===== config.mk =====
export PLATFORM = sky130hd
export DESIGN_NAME = ysyx_040750_pipe_stage_reg
export DESIGN_NICKNAME = d
export VERILOG_FILES = /design/src/rtl/ysyx_040750_pipe_pkg.sv /design/src/rtl/ysyx_040750_pipe_fifo2.sv /design/src/rtl/ysyx_040750_pipe_stage_reg.sv
export SDC_FILE = /design/constraint.sdc
export NUM_CORES = 1
export LEC_CHECK = 0
export ABC_AREA = 0
export CAP_MARGIN = 0
export CORE_UTILIZATION = 45
export CTS_CLUSTER_SIZE = 12
export DETAILED_ROUTE_END_ITERATION = 6
export PLACE_DENSITY_LB_ADDON = 0.3
export SYNTH_ARGS = -nofsm -noshare
export SYNTH_HDL_FRONTEND = slang
export SYNTH_SLANG_ARGS = --single-unit

===== constraint.sdc =====
create_clock -name I_sys_clk -period 9.45 [get_ports I_sys_clk]
set_clock_uncertainty 0.15 [all_clocks]
set_input_delay 1.4175 -clock I_sys_clk [delete_from_list [all_inputs] [get_ports I_sys_clk]]
set_output_delay 1.4175 -clock I_sys_clk [all_outputs]
set_load 0.01 [all_outputs]

===== src/rtl/ysyx_040750_pipe_pkg.sv =====
// ---------------------------------------------------------------------------
// ysyx_040750_pipe_pkg
// Shared definitions for the pipeline-stage register and its storage:
//   - default PC / instruction widths
//   - NOP payload used for killed instructions (addi x0,x0,0)
//   - entry field widths and layout {pc, inst, intr, bubble}
// ---------------------------------------------------------------------------
package ysyx_040750_pipe_pkg;

    localparam int PC_W_DEF   = 32;
    localparam int INST_W_DEF = 32;

    // addi x0, x0, 0
    localparam logic [31:0] NOP_INST_DEF = 32'h00000013;

    // Control bits carried with every entry: intr tag + bubble flag
    localparam int INTR_W       = 1;
    localparam int BUBBLE_W     = 1;
    localparam int ENTRY_CTRL_W = INTR_W + BUBBLE_W;

    // Entry layout at default widths (MSB first: pc, inst, intr, bubble)
    typedef struct packed {
        logic [PC_W_DEF-1:0]   pc;
        logic [INST_W_DEF-1:0] inst;
        logic                  intr;
        logic                  bubble;
    } pipe_entry_t;

    // Packed width of one entry for arbitrary PC/instruction widths
    function automatic int entry_w(input int pc_w, input int inst_w);
        return pc_w + inst_w + ENTRY_CTRL_W;
    endfunction

endpackage


===== src/rtl/ysyx_040750_pipe_fifo2.sv =====
// ---------------------------------------------------------------------------
// ysyx_040750_pipe_fifo2
// Generic 1- or 2-entry FIFO storage with pointers and occupancy count.
// No handshake logic lives here: the parent decides when to push/pop/clear.
//
// Ports:
//   I_sys_clk  clock
//   I_rst      synchronous active-high reset (clears entries, pointers, count)
//   i_clr      drop all entries (pointers/count to 0); a same-cycle push is
//              ignored, a same-cycle pop is harmless
//   i_push     write i_din at the write pointer
//   i_pop      advance the read pointer
//   i_din      entry to store
//   o_dout     head entry; holds the last head value while empty
//   o_count    occupied entries (0..DEPTH)
//
// DEPTH must be 1 or 2. The array is always two slots; with DEPTH = 1 the
// pointers never move so only slot 0 is used.
// ---------------------------------------------------------------------------
module ysyx_040750_pipe_fifo2
    import ysyx_040750_pipe_pkg::*;
#(
    parameter int W     = 66,
    parameter int DEPTH = 2
) (
    input  logic         I_sys_clk,
    input  logic         I_rst,
    input  logic         i_clr,
    input  logic         i_push,
    input  logic         i_pop,
    input  logic [W-1:0] i_din,
    output logic [W-1:0] o_dout,
    output logic [1:0]   o_count
);

    // Pointer increment: toggles for DEPTH = 2, stays at 0 for DEPTH = 1
    localparam logic PTR_STEP = (DEPTH == 2) ? 1'b1 : 1'b0;

    logic [W-1:0] r_mem [0:1];
    logic         r_wptr;
    logic         r_rptr;
    logic [1:0]   r_count;
    logic [W-1:0] r_hold;     // copy of the head, presented once empty

    // Storage, pointers, count and head-hold register
    always_ff @(posedge I_sys_clk) begin
        if (I_rst) begin
            r_mem[0] <= '0;
            r_mem[1] <= '0;
            r_wptr   <= 1'b0;
            r_rptr   <= 1'b0;
            r_count  <= 2'd0;
            r_hold   <= '0;
        end else begin
            if (r_count != 2'd0) begin
                r_hold <= r_mem[r_rptr];
            end
            if (i_clr) begin
                r_wptr  <= 1'b0;
                r_rptr  <= 1'b0;
                r_count <= 2'd0;
            end else begin
                if (i_push) begin
                    r_mem[r_wptr] <= i_din;
                    r_wptr        <= r_wptr ^ PTR_STEP;
                end
                if (i_pop) begin
                    r_rptr <= r_rptr ^ PTR_STEP;
                end
                case ({i_push, i_pop})
                    2'b10:   r_count <= r_count + 2'd1;
                    2'b01:   r_count <= r_count - 2'd1;
                    default: r_count <= r_count;
                endcase
            end
        end
    end

    assign o_dout  = (r_count != 2'd0) ? r_mem[r_rptr] : r_hold;
    assign o_count = r_count;

endmodule


===== src/rtl/ysyx_040750_pipe_stage_reg.sv =====
// ---------------------------------------------------------------------------
// ysyx_040750_pipe_stage_reg
// Pipeline-stage register with valid/allowin handshake and a DEPTH-entry
// elastic buffer (1 = plain register, 2 = skid buffer).
//
// Ports:
//   I_sys_clk, I_rst        clock, synchronous active-high reset
//   I_valid / O_allowin     upstream handshake (fire_in = I_valid & O_allowin)
//   I_pc, I_inst, I_intr    incoming payload
//   I_kill                  turn the accepted (or next accepted) input into a
//                           NOP bubble; a kill without transfer is latched
//   I_flush                 drop every held entry and any same-cycle input
//   I_stall                 hide the head (O_valid = 0); input still accepted
//   I_allowout / O_valid    downstream handshake (fire_out = O_valid & I_allowout)
//   O_pc, O_inst, O_intr,
//   O_bubble                head entry
//   O_count                 occupied entries
//
// Optional feature, macro YSYX_040750_PIPE_STAGE_PERF_EN:
//   O_stall_cnt   cycles holding data without transferring it out (saturating)
//   O_bubble_cnt  killed inputs accepted (saturating)
// ---------------------------------------------------------------------------
module ysyx_040750_pipe_stage_reg
    import ysyx_040750_pipe_pkg::*;
#(
    parameter int                PC_W     = PC_W_DEF,
    parameter int                INST_W   = INST_W_DEF,
    parameter int                DEPTH    = 2,
    parameter logic [INST_W-1:0] NOP_INST = INST_W'(NOP_INST_DEF)
) (
    input  logic              I_sys_clk,
    input  logic              I_rst,
    input  logic              I_valid,
    output logic              O_allowin,
    input  logic [PC_W-1:0]   I_pc,
    input  logic [INST_W-1:0] I_inst,
    input  logic              I_intr,
    input  logic              I_kill,
    input  logic              I_flush,
    input  logic              I_stall,
    input  logic              I_allowout,
    output logic              O_valid,
    output logic [PC_W-1:0]   O_pc,
    output logic [INST_W-1:0] O_inst,
    output logic              O_intr,
    output logic              O_bubble,
    output logic [1:0]        O_count
`ifdef YSYX_040750_PIPE_STAGE_PERF_EN
    ,
    output logic [31:0]       O_stall_cnt,
    output logic [31:0]       O_bubble_cnt
`endif
);

    localparam int         ENTRY_W = entry_w(PC_W, INST_W);
    localparam logic [1:0] DEPTH_C = 2'(DEPTH);

    logic               r_kill_latch;
    logic               w_fire_in;
    logic               w_fire_out;
    logic               w_kill_eff;
    logic [ENTRY_W-1:0] w_entry_in;
    logic [ENTRY_W-1:0] w_entry_out;
    logic [1:0]         w_count;

    // Handshake is purely combinational on the stored count; there is no
    // path from I_valid to O_allowin, so no loop is formed with upstream.
    assign O_valid    = (w_count != 2'd0) & ~I_stall;
    assign w_fire_out = O_valid & I_allowout;
    assign O_allowin  = (w_count < DEPTH_C) | w_fire_out;
    assign w_fire_in  = I_valid & O_allowin;
    assign w_kill_eff = I_kill | r_kill_latch;

    // Build the entry to store: killed inputs keep their PC but lose payload
    always_comb begin
        w_entry_in = '0;
        if (w_kill_eff) begin
            w_entry_in = {I_pc, NOP_INST, 1'b0, 1'b1};
        end else begin
            w_entry_in = {I_pc, I_inst, I_intr, 1'b0};
        end
    end

    // Remember a kill that arrived while nothing was accepted
    always_ff @(posedge I_sys_clk) begin
        if (I_rst) begin
            r_kill_latch <= 1'b0;
        end else if (I_flush) begin
            r_kill_latch <= 1'b0;
        end else if (w_fire_in) begin
            r_kill_latch <= 1'b0;
        end else if (I_kill) begin
            r_kill_latch <= 1'b1;
        end else begin
            r_kill_latch <= r_kill_latch;
        end
    end

    // Flush suppresses the push; the head may still leave this cycle
    ysyx_040750_pipe_fifo2 #(
        .W     (ENTRY_W),
        .DEPTH (DEPTH)
    ) u_fifo (
        .I_sys_clk (I_sys_clk),
        .I_rst     (I_rst),
        .i_clr     (I_flush),
        .i_push    (w_fire_in & ~I_flush),
        .i_pop     (w_fire_out),
        .i_din     (w_entry_in),
        .o_dout    (w_entry_out),
        .o_count   (w_count)
    );

    assign {O_pc, O_inst, O_intr, O_bubble} = w_entry_out;
    assign O_count = w_count;

`ifdef YSYX_040750_PIPE_STAGE_PERF_EN
    logic [31:0] r_stall_cnt;
    logic [31:0] r_bubble_cnt;

    // Saturating performance counters
    always_ff @(posedge I_sys_clk) begin
        if (I_rst) begin
            r_stall_cnt  <= 32'd0;
            r_bubble_cnt <= 32'd0;
        end else begin
            if ((w_count != 2'd0) && !w_fire_out && (r_stall_cnt != 32'hFFFF_FFFF)) begin
                r_stall_cnt <= r_stall_cnt + 32'd1;
            end
            if (w_fire_in && w_kill_eff && (r_bubble_cnt != 32'hFFFF_FFFF)) begin
                r_bubble_cnt <= r_bubble_cnt + 32'd1;
            end
        end
    end

    assign O_stall_cnt  = r_stall_cnt;
    assign O_bubble_cnt = r_bubble_cnt;
`endif

endmodule


==> results.md <==
| Parameter | This run | Unit |
|---|---|---|
| Final worst slack | 4.181 | ns |
| DRC errors left | 0 | - |
| Post-CTS sizing | 0 | - |
| Met1 layer usage reported by global route | 21.30 | % |
| Max Cap Violations | 0 | - |
| Multi-input combinational cell area | 2810 | um2 |
| Post-route clock period utilization | 55.76 | % |
| Yosys-reported design area after synthesis | 8487 | um2 |
| Register-to-register path setup slack | 6.51 | ns |
| Layout clock area frac | 6.480 | % |
| Core box area | 18210 | um2 |
| Cell taking the most area after synthesis | sky130_fd_sc_hd__edfxtp_1 | - |
| Sequential share of power | 49.1 | % |
| Combinational share of cell area | 26.41 | % |
| Clk sink count | 204 | - |
| Synth Instances | 695 | - |
| Routability congestion estimate from global placement | 0.7177 | - |
| Tool warning count | 28 | - |
| Tot Pwr | 2.062 | mW |
| Highest-utilization routing layer at the global route stage | met2 | - |
| Largest cell class by area | flip-flops and latches | - |
| Number of buffers inserted by post-CTS setup repair | 0 | - |
| Worst-skew pair later-pin latency | 0.49 | ns |
| Wire length of the first global-routing pass | 28.59 | mm |
| Pre-antenna DRT Iters | 5 | - |
| Number of buffers created by CTS | 22 | - |
| Startpoint-to-endpoint class of the critical path | flip-flop to primary output | - |
| Register cell area after layout | 5409 | um2 |
| Antenna Violating Nets Remaining | 0 | - |
| Average via count per standard cell | 5.415 | - |
| Final slew viol count | 0 | - |
| Cell leakage power | 3.857 | nW |
| Run status | finished, final reports clean | - |
| Total of fill cells in the finished design | 1469 | - |
| Aggregate global-route resource usage | 18.53 | % |
| Critical path endpoint | O_intr | - |
| Headroom to the max-slew limit | 19.55 | % |
| DP Wirelength | 10.91 | mm |
| Startpoint of the lowest-slack register-to-register path | u_fifo.o_count[1]$_SDFFE_PP0P_ | - |
| Number of antenna diodes | 0 | - |
| Xor and xnor fraction of the mapped netlist area | 0.2064 | % |
| Cell variety after synth | 29 | - |
| Reg clk slew, reported paths | 0.06 | ns |
| Post-layout instance count excluding filler cells | 1050 | - |
| Inverters | 2 | - |
| Data-path buffer share of cell area in the final layout | 13.50 | % |
| VDD IR max | 0.0001219 | V |
| Most common reg cell | sky130_fd_sc_hd__edfxtp_1 | - |
| Kind of capture point of the worst setup path | primary output | - |
[kinds of logic (layout without fill, tap and decap cells)]
group                    count (synthesis)  in the layout
AND-OR/OR-AND                          143            143
XOR/XNOR                                 2              2
adder cells (fa/ha/maj)                  1              1
buffers and inverters                   61            187
flip-flops                             204            204
multiplexers                            66             66
AND/OR/NAND/NOR                        218            218
[critical path, stage by stage (launching register included)]
cell	delay (ns)
sky130_fd_sc_hd__dfxtp_1	0.54
sky130_fd_sc_hd__or2_4	0.74
sky130_fd_sc_hd__buf_4	0.92
sky130_fd_sc_hd__nor2_1	0.14
sky130_fd_sc_hd__a21oi_1	0.25
sky130_fd_sc_hd__clkdlybuf4s50_1	0.60
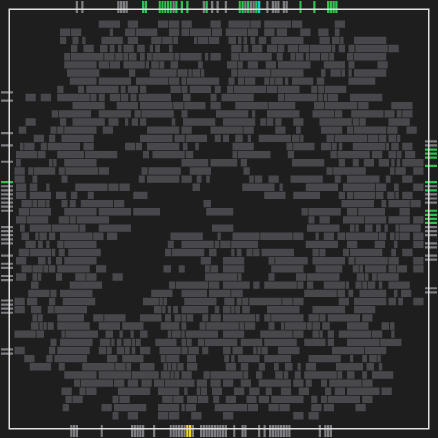
Figure 1: ports around the boundary.
Drawn at 3 px/um. Pins as bars across the die edge, other pins in gray.
[O_count] yellow | pins: 2 | direction: output | edge: bottom
[O_pc] green | pins: 32 | direction: output | edge: 21 top, 10 right, 1 left
[O_bubble] cyan | pins: 1 | direction: output | edge: top
Horiz. Die Dim: 139.3 um
quantity of I/O buffers inserted on ports: 141
vertical extent of the die: 139.3 um

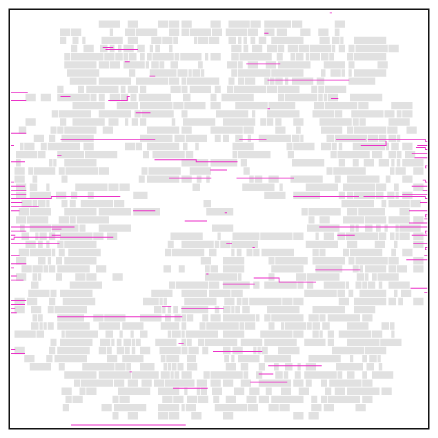
Figure 2: signal wires on met3.
Drawn at 3 px/um.
longest straight run: 41.4 um
nets with wire on the layer: 73
share of all routed wire: 4.4%
main direction: horizontal
total routed wirelength: 18.23 mm
via count: 5686

Power is estimated from default activity; no workload was simulated.
